===== src/rtl/sdram_arbiter_if.sv =====
// Request/grant/completion bundle between the requesters, sdram_arbiter and the SDRAM controller.
// slave: the arbiter's view; master: the requester/controller side.
interface sdram_arbiter_if #(
  parameter int unsigned ADDR_W = 16,
  parameter int unsigned LINE_W = 64
) ();
  // Cache side
  logic              c_req;
  logic              c_we;
  logic [ADDR_W-1:0] c_add;
  logic [LINE_W-1:0] c_wdata;
  logic              c_gnt;
  logic              c_done;

  // VGA side
  logic              v_req;
  logic [ADDR_W-1:0] v_add;
  logic              v_gnt;
  logic              v_done;

  // Shared read return
  logic [LINE_W-1:0] rdata;

  // Controller side
  logic              m_req;
  logic              m_we;
  logic              m_ref;
  logic [ADDR_W-1:0] m_add;
  logic [LINE_W-1:0] m_wdata;
  logic              m_done;
  logic [LINE_W-1:0] m_rdata;

  logic              ref_overrun;

  modport slave (
    input  c_req, c_we, c_add, c_wdata, v_req, v_add, m_done, m_rdata,
    output c_gnt, c_done, v_gnt, v_done, rdata,
    output m_req, m_we, m_ref, m_add, m_wdata, ref_overrun
  );

  modport master (
    output c_req, c_we, c_add, c_wdata, v_req, v_add, m_done, m_rdata,
    input  c_gnt, c_done, v_gnt, v_done, rdata,
    input  m_req, m_we, m_ref, m_add, m_wdata, ref_overrun
  );
endinterface


===== src/rtl/sdram_arbiter.sv =====
// Shares one SDRAM controller port between the cache and the VGA fetcher, with optional
// auto-refresh scheduling enabled by defining SDRAM_ARB_REFRESH_EN.
module sdram_arbiter #(
  parameter int unsigned ADDR_W     = 16,
  parameter int unsigned LINE_W     = 64,
  parameter int unsigned REF_PERIOD = 780,
  parameter int unsigned VGA_MAX    = 4
) (
  input  logic           clk,
  input  logic           rst,
  sdram_arbiter_if.slave bus
);

  localparam logic [1:0] StIdle  = 2'd0;
  localparam logic [1:0] StRef   = 2'd1;
  localparam logic [1:0] StCache = 2'd2;
  localparam logic [1:0] StVga   = 2'd3;

  localparam int unsigned         StreakW   = $clog2(VGA_MAX + 2);
  localparam logic [StreakW-1:0]  StreakMax = StreakW'(VGA_MAX);

  logic [1:0]         state_q, state_d;
  logic [StreakW-1:0] streak_q, streak_d;
  logic               c_gnt_q, c_gnt_d;
  logic               v_gnt_q, v_gnt_d;
  logic               c_done_q, c_done_d;
  logic               v_done_q, v_done_d;
  logic               m_req_q, m_req_d;
  logic               m_ref_q, m_ref_d;
  logic               m_we_q, m_we_d;
  logic [ADDR_W-1:0]  m_add_q, m_add_d;
  logic [LINE_W-1:0]  m_wdata_q, m_wdata_d;
  logic [LINE_W-1:0]  rdata_q, rdata_d;
  logic               ref_pending_q;
  logic               ref_overrun_q;
  logic               cache_starved;
  logic               pick_vga;
  logic               pick_cache;

  // The cache only overrides VGA once it has watched VGA_MAX grants go by.
  assign cache_starved = bus.c_req && (streak_q == StreakMax);
  assign pick_vga      = bus.v_req && !cache_starved;
  assign pick_cache    = bus.c_req && (!bus.v_req || cache_starved);

  always_comb begin
    state_d   = state_q;
    streak_d  = streak_q;
    c_gnt_d   = 1'b0;
    v_gnt_d   = 1'b0;
    c_done_d  = 1'b0;
    v_done_d  = 1'b0;
    m_req_d   = 1'b0;
    m_ref_d   = 1'b0;
    m_we_d    = m_we_q;
    m_add_d   = m_add_q;
    m_wdata_d = m_wdata_q;
    rdata_d   = rdata_q;

    unique case (state_q)
      StIdle: begin
        if (ref_pending_q) begin
          state_d   = StRef;
          m_ref_d   = 1'b1;
          m_we_d    = 1'b0;
          m_add_d   = '0;
          m_wdata_d = '0;
        end else if (pick_vga) begin
          state_d   = StVga;
          v_gnt_d   = 1'b1;
          m_req_d   = 1'b1;
          m_we_d    = 1'b0;
          m_add_d   = bus.v_add;
          m_wdata_d = '0;
          if (bus.c_req && (streak_q != StreakMax)) begin
            streak_d = streak_q + 1'b1;
          end
        end else if (pick_cache) begin
          state_d   = StCache;
          c_gnt_d   = 1'b1;
          m_req_d   = 1'b1;
          m_we_d    = bus.c_we;
          m_add_d   = bus.c_add;
          m_wdata_d = bus.c_wdata;
          streak_d  = '0;
        end
      end
      StRef: begin
        if (bus.m_done) begin
          state_d = StIdle;
        end
      end
      StCache: begin
        if (bus.m_done) begin
          state_d  = StIdle;
          c_done_d = 1'b1;
          rdata_d  = bus.m_rdata;
        end
      end
      StVga: begin
        if (bus.m_done) begin
          state_d  = StIdle;
          v_done_d = 1'b1;
          rdata_d  = bus.m_rdata;
        end
      end
      default: state_d = StIdle;
    endcase
  end

  always_ff @(posedge clk or posedge rst) begin
    if (rst) begin
      state_q   <= StIdle;
      streak_q  <= '0;
      c_gnt_q   <= 1'b0;
      v_gnt_q   <= 1'b0;
      c_done_q  <= 1'b0;
      v_done_q  <= 1'b0;
      m_req_q   <= 1'b0;
      m_ref_q   <= 1'b0;
      m_we_q    <= 1'b0;
      m_add_q   <= '0;
      m_wdata_q <= '0;
      rdata_q   <= '0;
    end else begin
      state_q   <= state_d;
      streak_q  <= streak_d;
      c_gnt_q   <= c_gnt_d;
      v_gnt_q   <= v_gnt_d;
      c_done_q  <= c_done_d;
      v_done_q  <= v_done_d;
      m_req_q   <= m_req_d;
      m_ref_q   <= m_ref_d;
      m_we_q    <= m_we_d;
      m_add_q   <= m_add_d;
      m_wdata_q <= m_wdata_d;
      rdata_q   <= rdata_d;
    end
  end

`ifdef SDRAM_ARB_REFRESH_EN
  localparam int unsigned        RefCntW   = $clog2(REF_PERIOD + 1);
  localparam logic [RefCntW-1:0] RefReload = RefCntW'(REF_PERIOD - 1);

  logic [RefCntW-1:0] ref_cnt_q;
  logic               ref_expire;
  logic               ref_enter;

  assign ref_expire = (ref_cnt_q == '0);
  assign ref_enter  = (state_q == StIdle) && ref_pending_q;

  // A fresh expiry wins over the clear so a back-to-back interval is never lost.
  always_ff @(posedge clk or posedge rst) begin
    if (rst) begin
      ref_cnt_q     <= RefReload;
      ref_pending_q <= 1'b0;
      ref_overrun_q <= 1'b0;
    end else begin
      ref_cnt_q <= ref_expire ? RefReload : ref_cnt_q - 1'b1;
      if (ref_expire) begin
        ref_pending_q <= 1'b1;
      end else if (ref_enter) begin
        ref_pending_q <= 1'b0;
      end
      if (ref_expire && ref_pending_q) begin
        ref_overrun_q <= 1'b1;
      end
    end
  end
`else
  assign ref_pending_q = 1'b0;
  assign ref_overrun_q = 1'b0;
`endif

  assign bus.c_gnt       = c_gnt_q;
  assign bus.v_gnt       = v_gnt_q;
  assign bus.c_done      = c_done_q;
  assign bus.v_done      = v_done_q;
  assign bus.rdata       = rdata_q;
  assign bus.m_req       = m_req_q;
  assign bus.m_ref       = m_ref_q;
  assign bus.m_we        = m_we_q;
  assign bus.m_add       = m_add_q;
  assign bus.m_wdata     = m_wdata_q;
  assign bus.ref_overrun = ref_overrun_q;

  a_one_grant: assert property (@(posedge clk) disable iff (rst)
    !(c_gnt_q && v_gnt_q) && !(m_ref_q && m_req_q));
  a_cmd_busy: assert property (@(posedge clk) disable iff (rst)
    m_req_q |-> (state_q == StCache || state_q == StVga));

endmodule


===== src/flat_wrapper.sv =====
// flat-port wrapper written by rule: the top's interface ports become plain ports
module sdram_arbiter_flat 
#(
  parameter int unsigned ADDR_W     = 16,
  parameter int unsigned LINE_W     = 64,
  parameter int unsigned REF_PERIOD = 780,
  parameter int unsigned VGA_MAX    = 4
)
  (clk, rst, bus_c_req, bus_c_we, bus_c_add, bus_c_wdata, bus_v_req, bus_v_add, bus_m_done, bus_m_rdata, bus_c_gnt, bus_c_done, bus_v_gnt, bus_v_done, bus_rdata, bus_m_req, bus_m_we, bus_m_ref, bus_m_add, bus_m_wdata, bus_ref_overrun);
  sdram_arbiter_if #(.ADDR_W(ADDR_W), .LINE_W(LINE_W)) bus_i ();
  input  logic clk;
  input  logic rst;
  input wire logic [$bits(bus_i.c_req)-1:0] bus_c_req;
  input wire logic [$bits(bus_i.c_we)-1:0] bus_c_we;
  input wire logic [$bits(bus_i.c_add)-1:0] bus_c_add;
  input wire logic [$bits(bus_i.c_wdata)-1:0] bus_c_wdata;
  input wire logic [$bits(bus_i.v_req)-1:0] bus_v_req;
  input wire logic [$bits(bus_i.v_add)-1:0] bus_v_add;
  input wire logic [$bits(bus_i.m_done)-1:0] bus_m_done;
  input wire logic [$bits(bus_i.m_rdata)-1:0] bus_m_rdata;
  output wire logic [$bits(bus_i.c_gnt)-1:0] bus_c_gnt;
  output wire logic [$bits(bus_i.c_done)-1:0] bus_c_done;
  output wire logic [$bits(bus_i.v_gnt)-1:0] bus_v_gnt;
  output wire logic [$bits(bus_i.v_done)-1:0] bus_v_done;
  output wire logic [$bits(bus_i.rdata)-1:0] bus_rdata;
  output wire logic [$bits(bus_i.m_req)-1:0] bus_m_req;
  output wire logic [$bits(bus_i.m_we)-1:0] bus_m_we;
  output wire logic [$bits(bus_i.m_ref)-1:0] bus_m_ref;
  output wire logic [$bits(bus_i.m_add)-1:0] bus_m_add;
  output wire logic [$bits(bus_i.m_wdata)-1:0] bus_m_wdata;
  output wire logic [$bits(bus_i.ref_overrun)-1:0] bus_ref_overrun;
  assign bus_i.c_req = bus_c_req;
  assign bus_i.c_we = bus_c_we;
  assign bus_i.c_add = bus_c_add;
  assign bus_i.c_wdata = bus_c_wdata;
  assign bus_i.v_req = bus_v_req;
  assign bus_i.v_add = bus_v_add;
  assign bus_i.m_done = bus_m_done;
  assign bus_i.m_rdata = bus_m_rdata;
  assign bus_c_gnt = bus_i.c_gnt;
  assign bus_c_done = bus_i.c_done;
  assign bus_v_gnt = bus_i.v_gnt;
  assign bus_v_done = bus_i.v_done;
  assign bus_rdata = bus_i.rdata;
  assign bus_m_req = bus_i.m_req;
  assign bus_m_we = bus_i.m_we;
  assign bus_m_ref = bus_i.m_ref;
  assign bus_m_add = bus_i.m_add;
  assign bus_m_wdata = bus_i.m_wdata;
  assign bus_ref_overrun = bus_i.ref_overrun;
  sdram_arbiter #(.ADDR_W(ADDR_W), .LINE_W(LINE_W), .REF_PERIOD(REF_PERIOD), .VGA_MAX(VGA_MAX)) u_core (.clk(clk), .rst(rst), .bus(bus_i));
endmodule

===== config.mk =====
export PLATFORM = sky130hd
export DESIGN_NAME = sdram_arbiter_flat
export DESIGN_NICKNAME = d
export VERILOG_FILES = /design/src/rtl/sdram_arbiter_if.sv /design/src/rtl/sdram_arbiter.sv /design/src/flat_wrapper.sv
export SDC_FILE = /design/constraint.sdc
export NUM_CORES = 1
export LEC_CHECK = 0
export CAP_MARGIN = 20
export CORE_ASPECT_RATIO = 0.7
export CORE_MARGIN = 2
export CORE_UTILIZATION = 35
export DETAILED_ROUTE_END_ITERATION = 16
export PLACE_DENSITY = 0.73
export SYNTH_ARGS = -nofsm -noshare
export SYNTH_HDL_FRONTEND = slang
export SYNTH_SLANG_ARGS = --single-unit

===== constraint.sdc =====
create_clock -name clk -period 7.9 [get_ports clk]
set_input_delay 2.37 -clock clk [delete_from_list [all_inputs] [get_ports clk]]
set_output_delay 2.37 -clock clk [all_outputs]
set_load 0.01 [all_outputs]

==> out/qor.log, run 1 <==
INFO  run_status     run_status=completed
INFO  grt            gr-total-overflow=0
INFO  setup_path     worst_ep_required_time=8.22ns
INFO  clock_network  cts-resized-gates=0
INFO  place          preCtsSetupSlack=2.66ns
INFO  grt            maximum_number_of_pins_on_one_net_before_global_route_repair=90
INFO  detailed_routing routed-via-count=4703
INFO  grt            grt_first_pass_wirelength=26.6mm
INFO  pwr            power_density=418nW/um^2
INFO  final_layout   fillerInstances=1281
INFO  logic_synthesis ys_cells=415
INFO  pwr            power_switching=0.00126W
INFO  final_layout   final_layout_top_logic_cells=clkdlybuf4s50_1, dfrtp_1, a22o_1
INFO  detailed_routing wl_per_cell=17.8um
INFO  detailed_routing drt_wl_total=17.0mm
INFO  die            fp_util=36.1%
INFO  clock_network  clockRootBuffer=clkbuf_16
INFO  logic_synthesis synthCells=415
INFO  detailed_routing post_drt_via_cell_ratio=4.91
INFO  place          number_of_input_and_output_port_buffers_inserted=315
INFO  die            floorplan.die_area=18100squm
INFO  logic_synthesis syn-cell-area=5940squm
INFO  final_layout   area_growth_syn_to_layout=67.1%
INFO  detailed_routing detailedRoute.firstIterationViolations=332
INFO  min_path       worst_hold_path_type=reg2reg
INFO  pwr            ir_worst_vdd=0.208mV
INFO  final_layout   final_net_count=889
INFO  sta            timing.final.crit_period=4.82ns
INFO  final_layout   layout_top_cell_excl_fill_tap=clkdlybuf4s50_1
INFO  clock_network  path_clk_slew=0.06ns
INFO  clock_network  post_cts.repair.setup_buffers=0
INFO  logic_synthesis post_synth_num_cell_types=27
INFO  sta            hold_violations=0
INFO  detailed_routing drc=0
INFO  detailed_routing firstDrtPassIters=4
INFO  clock_network  cts.hold.buffers_added=0
INFO  pwr            cellInternalPower=0.00289W
INFO  sta            grt_setup_unrepaired=false
INFO  logic_synthesis synthArstFlopShare=100%
INFO  run            cap_violations=0
INFO  pwr            power.share.sequential=34.0%
INFO  sta            timing.fmax=207MHz
INFO  die            core_region_area=16400squm
INFO  grt            total_global_routing_track_utilization=18.9%
INFO  logic_synthesis synth-warning-count=0
INFO  clock_network  h_tree_depth_reported_by_cts=4
INFO  pwr            switching_share=30.4%
INFO  clock_network  clock-sinks=155
INFO  sta            timing_max_transition_violations_final=0
INFO  sta            slew_headroom=44.0%
INFO  setup_path     worstSetupPathType=in2reg
INFO  setup_path     worst-path-max-fanout=66
INFO  clock_network  cts_max_path_buffers=2
INFO  die            floorplan.io_pins=318
INFO  die            placement_rows=39
INFO  die            die.size.x=160um
INFO  sta            timing.final.setup_violations=0
INFO  pwr            cellLeakagePower=4.24nW
INFO  place          gp_congestion=0.834
INFO  grt            antenna_found_initial=0
INFO  sta            timing.final.crit_share=61.1%
INFO  pwr            share_clk_of_total_power=22.6%
INFO  logic_synthesis top_cells_by_area=dfrtp_1, mux2_2, a22o_1
INFO  logic_synthesis synth_largest_type_area_fraction=65.3%
INFO  pwr            combinationalPowerShare=43.3%
INFO  place          detailedPlacementHpwl=12.3mm
INFO  setup_path     worstPathArrival=5.14ns
INFO  clock_network  cts_tree=done
INFO  detailed_routing count_of_nets_left_with_antenna_violations_after_detail_routing=0
INFO  final_layout   number_of_antenna_diodes=0
INFO  logic_synthesis ys_seq_elements=155
INFO  sta            timing_worst_slew_pin_value=0.840ns
INFO  sta            final.setup.tns=0ns
INFO  logic_synthesis synth_area_per_cell=14.3squm
INFO  run            openroad.warnings=27
INFO  grt            vias_in_the_first_global_route=4929
INFO  logic_synthesis yosys.cell_count.top_type=dfrtp_1
==> run 1: kinds of logic (layout without fill, tap and decap cells) <==
| group | count (synthesis) | count (layout) | share of synthesized area (%) |
|---|---|---|---|
| AOI/OAI and AO/OA | 88 | 88 | 12.8 |
| other | 1 | 2 | 0.0631 |
| and+or+nand+nor | 50 | 50 | 4.65 |
| muxes | 64 | 64 | 12.1 |
| adders and majority gates | 2 | 2 | 0.421 |
| DFF | 155 | 155 | 65.3 |
| buffers and inverters | 55 | 371 | 4.69 |
==> run 1: stage by stage <==
stage / cell area [sq um] / power, W / cells / hold slack (ns) / utilization [%]
final: 9930 / 0.00416 / 957 / 0.502 / 60.4
after global routing: 9930 / 0.00437 / 957 / 0.511 / 60.4
after CTS: 9930 / 0.00420 / 957 / 0.506 / 60.4
after detailed placement: 9260 / 0.00324 / 927 / 0.490 / 56.3
after global placement: 9230 / 0.00317 / 926 / 0.486 / 56.1
after floorplan: 5950 / 0.00219 / 416 / 0.472 / -
==> run 1: path summary, 6_finish.rpt <==
kind | end | cells after the start | start | slack (ns)
setup / recovery | u_core.bus.m_add[1] | 6 | bus_v_req | 3.08
hold / removal | u_core.bus.rdata[48] | 1 | u_core.bus.rdata[48] | 0.50
setup reg to reg | u_core.bus.m_add[1] | 6 | u_core.state_q[0] | 5.65
hold reg to reg | u_core.bus.rdata[48] | 1 | u_core.bus.rdata[48] | 0.50
max in group asynchronous | u_core.bus.m_wdata[37] | 3 | rst | 3.99
min in group asynchronous | u_core.bus.rdata[29] | 2 | rst | 2.49
==> run 1: state kept, by name, indices dropped and copies added (netlist names) <==
name / cells
u_core.bus.m_wdata: 64
u_core.bus.rdata: 64
u_core.bus.m_add: 16
u_core.streak_q: 3
u_core.state_q: 2
u_core.bus.c_done: 1
u_core.bus.c_gnt: 1
u_core.bus.m_req: 1
u_core.bus.m_we: 1
u_core.bus.v_done: 1
u_core.bus.v_gnt: 1
==> run 1: per-layer routing <==
metal / vias up / wire [um] / track usage (%)
li1: 2134 / - / -
met1: 2294 / 7010 / 23.7
met2: 248 / 8200 / 31.0
met3: 27 / 1490 / 6.05
met4: 0 / 337 / 6.91
met5: - / 0 / 0
==> run 1: power groups by stage <==
stage / Sequential [W] / Clock [W] / Combinational [W]
floorplan: 0.00159 / 0 / 0.000604
global placement: 0.00141 / 0 / 0.00176
detailed placement: 0.00142 / 0 / 0.00181
CTS: 0.00141 / 0.000958 / 0.00182
global route: 0.00146 / 0.000991 / 0.00191
finish: 0.00141 / 0.000941 / 0.00180
==> run 1: critical path: stages <==
cell and delay, ns:
clkdlybuf4s50_1 0.84, or2_2 0.65, nand2_2 0.11, buf_4 0.56, inv_2 0.31, o221ai_1 0.29
==> run 1: layout make-up <==
class	count	area [sq um]	area share (%)
Clock buffer	18	429	4.32
Multi-Input combinational cell	206	1800	18.1
Inverter	21	83.8	0.844
Sequential cell	155	3880	39.1
Clock inverter	12	246	2.48
Timing Repair Buffer	320	3210	32.3
Tap cell	225	282	2.83
Run 1, the clock network:
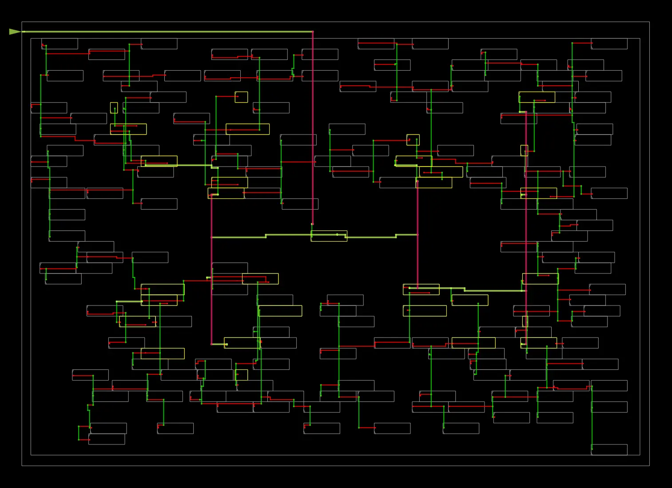
Seq Cell Count: 155
Worst Clk Skew: 0.00975 ns
P_clk: 0.000941 W
number of CTS-inserted buffers: 17

Run 1, close-up of the layout:
Scale bar: 20 um. Window x 55 to 105, y 54 to 104 um. Cells in gray, sequential cells in the stronger gray; small squares are vias.
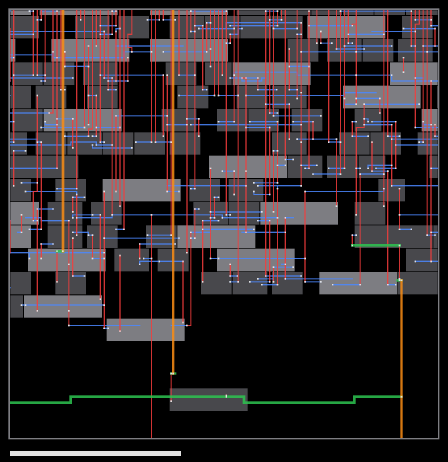
| layer | color |
|---|---|
| metal 1 | blue |
| metal 2 | red |
| metal 4 | orange |
| metal 3 | green |
cells with their middle in the window: 81
sequential cells in the window: 16
netlist names of flops here include: u_core.bus.rdata (14), u_core.bus.m_wdata (2)
most frequent: clkdlybuf4s50_1 (38), mux2_2 (18), dfrtp_1 (16)

Run 1, where the registers sit:
Scale bar: 50 um. Other sequential cells in the stronger gray, the rest of the logic in the fainter gray.
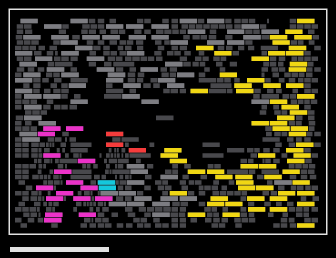
| netlist name | color | flops |
|---|---|---|
| u_core.bus.m_wdata | yellow | 64 |
| u_core.streak_q | red | 3 |
| u_core.state_q | cyan | 2 |
| u_core.bus.m_add | magenta | 16 |
not colored: 70
Sequential Area: 3880 sq um
register share of the cell area: 39.1%
sequential-cell power consumption: 0.00141 W
end-of-flow core utilization: 60.4%

Run 1, signal wires on met1:
Scale bar: 50 um.
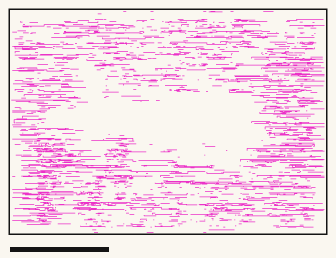

--- run 2 (diff from run 1) ---
PLACE_DENSITY = 0.76   (was 0.73)
clock period = 4 ns   (was 7.9 ns; I/O delays follow)
Run 2, signal wires on met1:
Scale bar: 50 um.
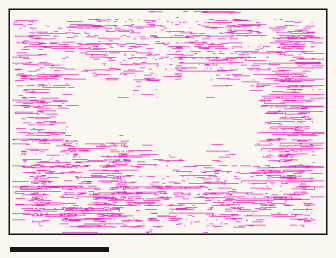
main direction: horizontal
longest straight run: 43.2 um
wire length on this layer: 7160 um
Post-Route WL: 17.0 mm
via count: 4749

Run 2, the clock network:
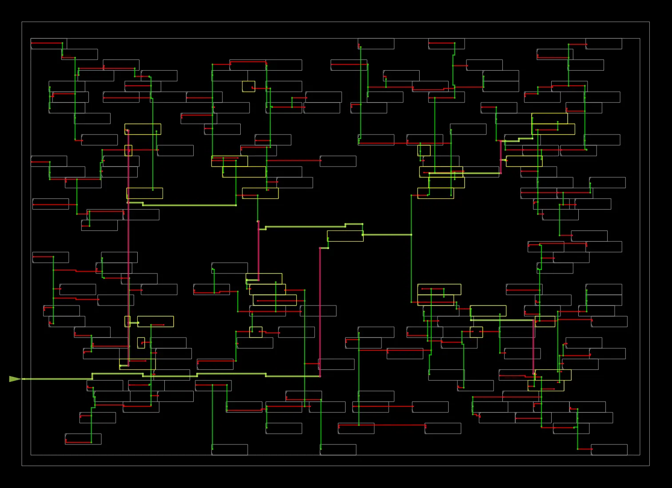
Clock Sink Count: 155
clock latency on the worst-skew pair: 0.41 ns
Worst Clk Skew: 0.00775 ns
count of clock-net buffers in the final layout: 19

==> out/qor.log, run 2 <==
INFO  run_status     run_status=completed
INFO  final_layout   final_layout_top_logic_cells=clkdlybuf4s50_1, dfrtp_1, a22o_1
INFO  detailed_routing drc=0 [unchanged]
INFO  logic_synthesis synthCells=415 [unchanged]
INFO  clock_network  post_cts.repair.setup_buffers=0 [unchanged]
INFO  place          place_inst=930 [+0.32%]
INFO  clock_network  h_tree_depth_reported_by_cts=4 [unchanged]
INFO  logic_synthesis synth-warning-count=0 [unchanged]
INFO  setup_path     worstSetupPathType=in2reg
INFO  final_layout   number_of_antenna_diodes=0 [unchanged]
INFO  grt            total_global_routing_track_utilization=18.9% [about the same]
INFO  final_layout   utilization=60.3% [-0.068 points]
INFO  min_path       worst_hold_path_type=reg2reg
INFO  die            floorplan.die_area=18100squm [unchanged]
INFO  pwr            cellLeakagePower=4.23nW [-0.12%]
INFO  setup_path     worst-path-max-fanout=27 [-59%]
INFO  setup_path     worstPathArrival=3.21ns [-1.93 ns]
INFO  die            fp_util=36.1% [unchanged]
INFO  logic_synthesis synthArstFlopShare=100% [unchanged]
INFO  grt            maximum_number_of_pins_on_one_net_before_global_route_repair=156 [+73%]
INFO  setup_path     reg2regPathDepth=5 [-1]
INFO  die            floorplan.io_pins=318 [unchanged]
INFO  die            placement_rows=39 [unchanged]
INFO  clock_network  cts_inserted_buffers=17 [unchanged]
INFO  final_layout   finish.cell_count_without_fillers=960 [+0.31%]
INFO  clock_network  cts_max_path_buffers=2 [unchanged]
INFO  setup_path     worst_ep_required_time=4.34ns [-3.88 ns]
INFO  logic_synthesis ys_seq_elements=155 [unchanged]
INFO  detailed_routing firstDrtPassIters=4 [unchanged]
INFO  logic_synthesis synth_largest_type_area_fraction=65.3% [unchanged]
INFO  logic_synthesis top_cells_by_area=dfrtp_1, mux2_2, a22o_1
INFO  grt            vias_in_the_first_global_route=4867 [-1.3%]
INFO  sta            timing.final.crit_share=71.8%
INFO  grt            gr-total-overflow=0 [unchanged]
INFO  grt            grt_first_pass_wirelength=26.9mm [+0.80%]
INFO  place          number_of_input_and_output_port_buffers_inserted=315 [unchanged]
INFO  sta            timing_worst_slew_pin_value=0.864ns [+0.0241 ns]
INFO  run            openroad.warnings=29 [+7.4%]
INFO  setup_path     r2r_setup_slk=1.92ns [-3.73 ns]
INFO  sta            timing_max_transition_violations_final=0 [unchanged]
INFO  setup_path     reg2reg_from=u_core.state_q[0]
INFO  logic_synthesis syn-cell-area=5940squm [unchanged]
INFO  detailed_routing detailedRoute.firstIterationViolations=310 [-6.6%]
INFO  sta            timing.final.crit_period=2.87ns
INFO  setup_path     worstReg2RegEnd=u_core.bus.m_wdata[33]
INFO  final_layout   final_net_count=892 [+0.34%]
INFO  sta            timing.final.setup_violations=0 [unchanged]
INFO  clock_network  cts-resized-gates=0 [unchanged]
INFO  sta            grt_setup_unrepaired=false
INFO  die            core_region_area=16400squm [unchanged]
INFO  detailed_routing post_drt_via_cell_ratio=4.95 [+0.66%]
INFO  clock_network  clockRootBuffer=clkbuf_16
INFO  final_layout   area_growth_syn_to_layout=66.9%
INFO  clock_network  cts.hold.buffers_added=0 [unchanged]
INFO  logic_synthesis synth_area_per_cell=14.3squm [unchanged]
INFO  logic_synthesis ys_cells=415 [unchanged]
INFO  final_layout   layout_top_cell_excl_fill_tap=clkdlybuf4s50_1
INFO  detailed_routing count_of_nets_left_with_antenna_violations_after_detail_routing=0 [unchanged]
INFO  run            cap_violations=0 [unchanged]
INFO  pwr            ir_worst_vdd=0.393mV [+89%]
INFO  grt            antenna_found_initial=0 [unchanged]
INFO  sta            hold_violations=0 [unchanged]
INFO  sta            slew_headroom=42.4% [-1.6 points]
INFO  sta            timing.fmax=348MHz
INFO  min_path       hold_path_depth=1 [unchanged]
INFO  setup_path     critical_path.endpoint=u_core.bus.m_wdata[33]
INFO  setup_path     crit_path_start=bus_c_req
INFO  pwr            power_density=815nW/um^2 [+95%]
[run 2: cell counts after synthesis]
No cell type changed its count.
[run 2: power by group]
part / internal [W] / switching [W] / leakage [nW]
clock network: 0.00112 / 0.000627 / 0.313
registers: 0.00236 / 0.000450 / 1.94
logic: 0.00212 / 0.00141 / 1.98
[run 2: kinds of logic (layout without fill, tap and decap cells)]
group                    Yosys count  count (layout)  synth area share [%]
multiplexers                      64              64                  12.1
adder cells (fa/ha/maj)            2               2                 0.421
AND-OR/OR-AND                     88              88                  12.8
buffers and inverters             55             374                  4.69
flip-flops                       155             155                  65.3
other                              1               2                0.0631
AND/OR/NAND/NOR                   50              50                  4.65
[run 2: worst min-delay path by stage]
| stage | end | from |
|---|---|---|
| 2_1_floorplan | u_core.streak_q[1] | u_core.streak_q[1] |
| 3_3_place_gp | u_core.bus.m_wdata[23] | u_core.bus.m_wdata[23] |
| 3_5_place_dp | u_core.bus.m_wdata[46] | u_core.bus.m_wdata[46] |
| 4_1_cts | u_core.bus.rdata[8] | u_core.bus.rdata[8] |
| 5_1_grt | u_core.bus.rdata[36] | u_core.bus.rdata[36] |
| 6_report | u_core.bus.rdata[6] | u_core.bus.rdata[6] |
[run 2: through the flow]
stage,hold slack [ns],cell area (sq um)
after floorplan,0.472,5950
after global placement,0.486,9280
after detailed placement,0.491,9280
after CTS,0.505,9920
after global routing,0.511,9920
final,0.504,9920
[run 2: routing by layer]
metal / up-vias / routed length, um / GRT usage, % / part of all wire [%]
met3: 26 / 1480 / 7.11 / 8.7
met5: - / 0 / 0 / 0
met2: 227 / 8120 / 30.0 / 48
met1: 2346 / 7160 / 24.0 / 42
li1: 2150 / - / - / -
met4: 0 / 265 / 6.55 / 1.6
[run 2: layout make-up]
class	instances	area (sq um)
flip-flops and latches	155	3880
inverters	21	82.6
multi-input cells	206	1800
clock buffers	19	443
fillers	1277	6520
repair buffers	323	3240
well taps	225	282
clock inverters	11	195
[run 2: worst max-delay path, stage by stage]
cell             delay [ns]
clkdlybuf4s50_1        0.48
or2_2                  0.46
nand2_2                0.47
buf_4                  0.37
a22o_1                 0.20
Run 2, where the registers sit:
Scale bar: 50 um. Other sequential cells in the stronger gray, the rest of the logic in the fainter gray.
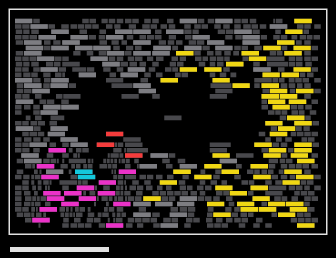

--- run 3 (diff from run 2) ---
clock period = 2.5 ns   (was 4 ns; I/O delays follow)
Run 3, where the registers sit:
Scale bar: 50 um. Other sequential cells in the stronger gray, the rest of the logic in the fainter gray.
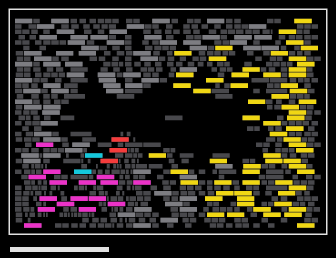
| netlist name | color | flops |
|---|---|---|
| u_core.bus.m_add | magenta | 16 |
| u_core.bus.m_wdata | yellow | 64 |
| u_core.state_q | cyan | 2 |
| u_core.streak_q | red | 3 |
not colored: 70

Run 3, close-up of the layout:
Scale bar: 20 um. Window x 55 to 105, y 54 to 104 um. Cells in gray, sequential cells in the stronger gray; small squares are vias.
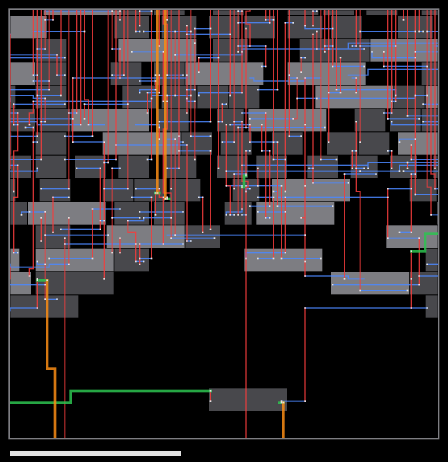
| layer | color |
|---|---|
| metal 1 | blue |
| metal 3 | green |
| metal 4 | orange |
| metal 2 | red |
most frequent: clkdlybuf4s50_1 (34), dfrtp_1 (17), mux2_2 (14)
netlist names of flops here include: u_core.bus.rdata (11), u_core.bus.m_wdata (6)
sequential cells in the window: 17
cells with their middle in the window: 77

==> out/qor.log, run 3 <==
INFO  die            floorplan.die_area=18100squm [unchanged]
INFO  die            core_region_area=16400squm [unchanged]
INFO  grt            grt_first_pass_wirelength=27.9mm [+3.7%]
INFO  setup_path     critical_path.n_buffers_inverters=1 [-1]
INFO  run            cap_violations=0 [unchanged]
INFO  run            openroad.warnings=28 [-3.4%]
INFO  grt            maximum_number_of_pins_on_one_net_before_global_route_repair=83 [-47%]
INFO  detailed_routing routed-via-count=4771 [+0.46%]
INFO  final_layout   layout_top_cell_excl_fill_tap=clkdlybuf4s50_1
INFO  detailed_routing drt_wl_total=17.4mm [+2.1%]
INFO  setup_path     worstPathArrival=1.35ns [-1.86 ns]
INFO  setup_path     worst_ep_required_time=1.75ns [-2.59 ns]
INFO  logic_synthesis synthCells=415 [unchanged]
INFO  clock_network  post_cts.repair.setup_buffers=0 [unchanged]
INFO  logic_synthesis synth_largest_type_area_fraction=65.3% [unchanged]
INFO  die            floorplan.io_pins=318 [unchanged]
INFO  setup_path     cp_cell_sequence=clkdlybuf4s50_1
INFO  clock_network  clockRootBuffer=clkbuf_16
INFO  sta            hold_violations=0 [unchanged]
INFO  clock_network  cts_max_path_buffers=2 [unchanged]
INFO  clock_network  cts_inserted_buffers=17 [unchanged]
INFO  setup_path     worst-path-max-fanout=2 [-93%]
INFO  grt            gr-total-overflow=0 [unchanged]
INFO  setup_path     critical_path.max_stage_delay=0.60ns [+0.12 ns]
INFO  detailed_routing firstDrtPassIters=4 [unchanged]
INFO  grt            vias_in_the_first_global_route=5184 [+6.5%]
INFO  clock_network  clkLatencyLatePin=0.41ns [about the same]
INFO  logic_synthesis synth-seq-area-share=65.3%
INFO  final_layout   number_of_antenna_diodes=0 [unchanged]
INFO  logic_synthesis top_cells_by_area=dfrtp_1, mux2_2, a22o_1
INFO  die            fp_util=36.1% [unchanged]
INFO  clock_network  clock-sinks=155 [unchanged]
INFO  detailed_routing post_drt_via_cell_ratio=4.94 [-0.16%]
INFO  sta            timing.final.crit_period=2.10ns
INFO  final_layout   final_layout_top_logic_cells=clkdlybuf4s50_1, dfrtp_1, a22o_1
INFO  logic_synthesis synth_area_per_cell=14.3squm [unchanged]
INFO  setup_path     worst_path_max_delay_cell=clkdlybuf4s50_1
INFO  detailed_routing drc=0 [unchanged]
INFO  min_path       worst_hold_path_type=reg2reg
INFO  place          number_of_input_and_output_port_buffers_inserted=315 [unchanged]
INFO  logic_synthesis syn-cell-area=5940squm [unchanged]
INFO  sta            timing.final.setup_violations=0 [unchanged]
INFO  setup_path     cpLargestDelayFamily=buffers and inverters
INFO  logic_synthesis synthArstFlopShare=100% [unchanged]
INFO  logic_synthesis ys_cells=415 [unchanged]
INFO  pwr            power_density=1300nW/um^2 [+59%]
INFO  logic_synthesis ys_seq_elements=155 [unchanged]
INFO  grt            total_global_routing_track_utilization=19.5% [+0.60 points]
INFO  sta            finalClockSkew=0.00699ns [-0.000761 ns]
INFO  pwr            ir_worst_vdd=0.555mV [+41%]
INFO  clock_network  h_tree_depth_reported_by_cts=4 [unchanged]
INFO  run_status     run_status=completed
INFO  setup_path     worstSetupPathType=reg2out
[run 3: final cells by class]
type	count	area (sq um)	area share [%]
flip-flops and latches	155	3880	38.8
repair buffers	328	3330	33.3
multi-input cells	206	1800	18.0
clock buffers	18	439	4.39
well taps	225	282	2.82
clock inverters	13	190	1.90
inverters	21	82.6	0.826
[run 3: through the flow]
| stage | cells | utilization, % | cell area (sq um) | hold slack [ns] |
|---|---|---|---|---|
| floorplan | 416 | - | 5950 | 0.472 |
| detailed placement | 935 | 57.0 | 9370 | 0.490 |
| CTS | 966 | 60.8 | 10000 | 0.508 |
| global placement | 935 | 57.0 | 9370 | 0.487 |
| finish | 966 | 60.8 | 10000 | 0.505 |
| global route | 966 | 60.8 | 10000 | 0.520 |
[run 3: power by group]
group	internal, W	leakage, nW	switching (W)
registers	0.00377	1.94	0.000724
logic	0.00345	2.02	0.00229
clock network	0.00170	0.296	0.00104
[run 3: metal layers]
| metal | vias to the layer above | share of wire, % | GRT usage [%] |
|---|---|---|---|
| met4 | 0 | 1.4 | 6.06 |
| met2 | 229 | 49 | 32.1 |
| met5 | - | 0 | 0 |
| met3 | 20 | 9.1 | 7.15 |
| met1 | 2368 | 41 | 24.2 |
| li1 | 2154 | - | - |
[run 3: final timing paths]
path | startpoint | endpoint | slack, ns | cells after the start
worst min register to register | u_core.bus.rdata[33] | u_core.bus.rdata[33] | 0.50 | 1
max in group asynchronous | rst | u_core.bus.m_wdata[33] | 1.16 | 3
worst min-delay path | u_core.bus.rdata[33] | u_core.bus.rdata[33] | 0.50 | 1
min in group asynchronous | rst | u_core.bus.rdata[31] | 0.63 | 2
worst max register to register | u_core.state_q[0] | u_core.bus.m_wdata[44] | 0.86 | 4
worst max-delay path | u_core.bus.m_wdata[63] | bus_m_wdata[63] | 0.40 | 1
[run 3: worst reg2reg max path: stages (launching register included)]
cell and delay [ns]:
dfrtp_1 0.45, or3b_4 0.47, a21oi_4 0.15, buf_12 0.26, a22o_1 0.25
[run 3: logic make-up after synthesis]
| logic type | share of synthesized area [%] |
|---|---|
| AOI/OAI and AO/OA | 12.8 |
| adders and majority gates | 0.421 |
| buffers and inverters | 4.69 |
| DFF | 65.3 |
| muxes | 12.1 |
| other | 0.0631 |
| and+or+nand+nor | 4.65 |
No activity file was given, so power comes from the tool's default toggle rates.
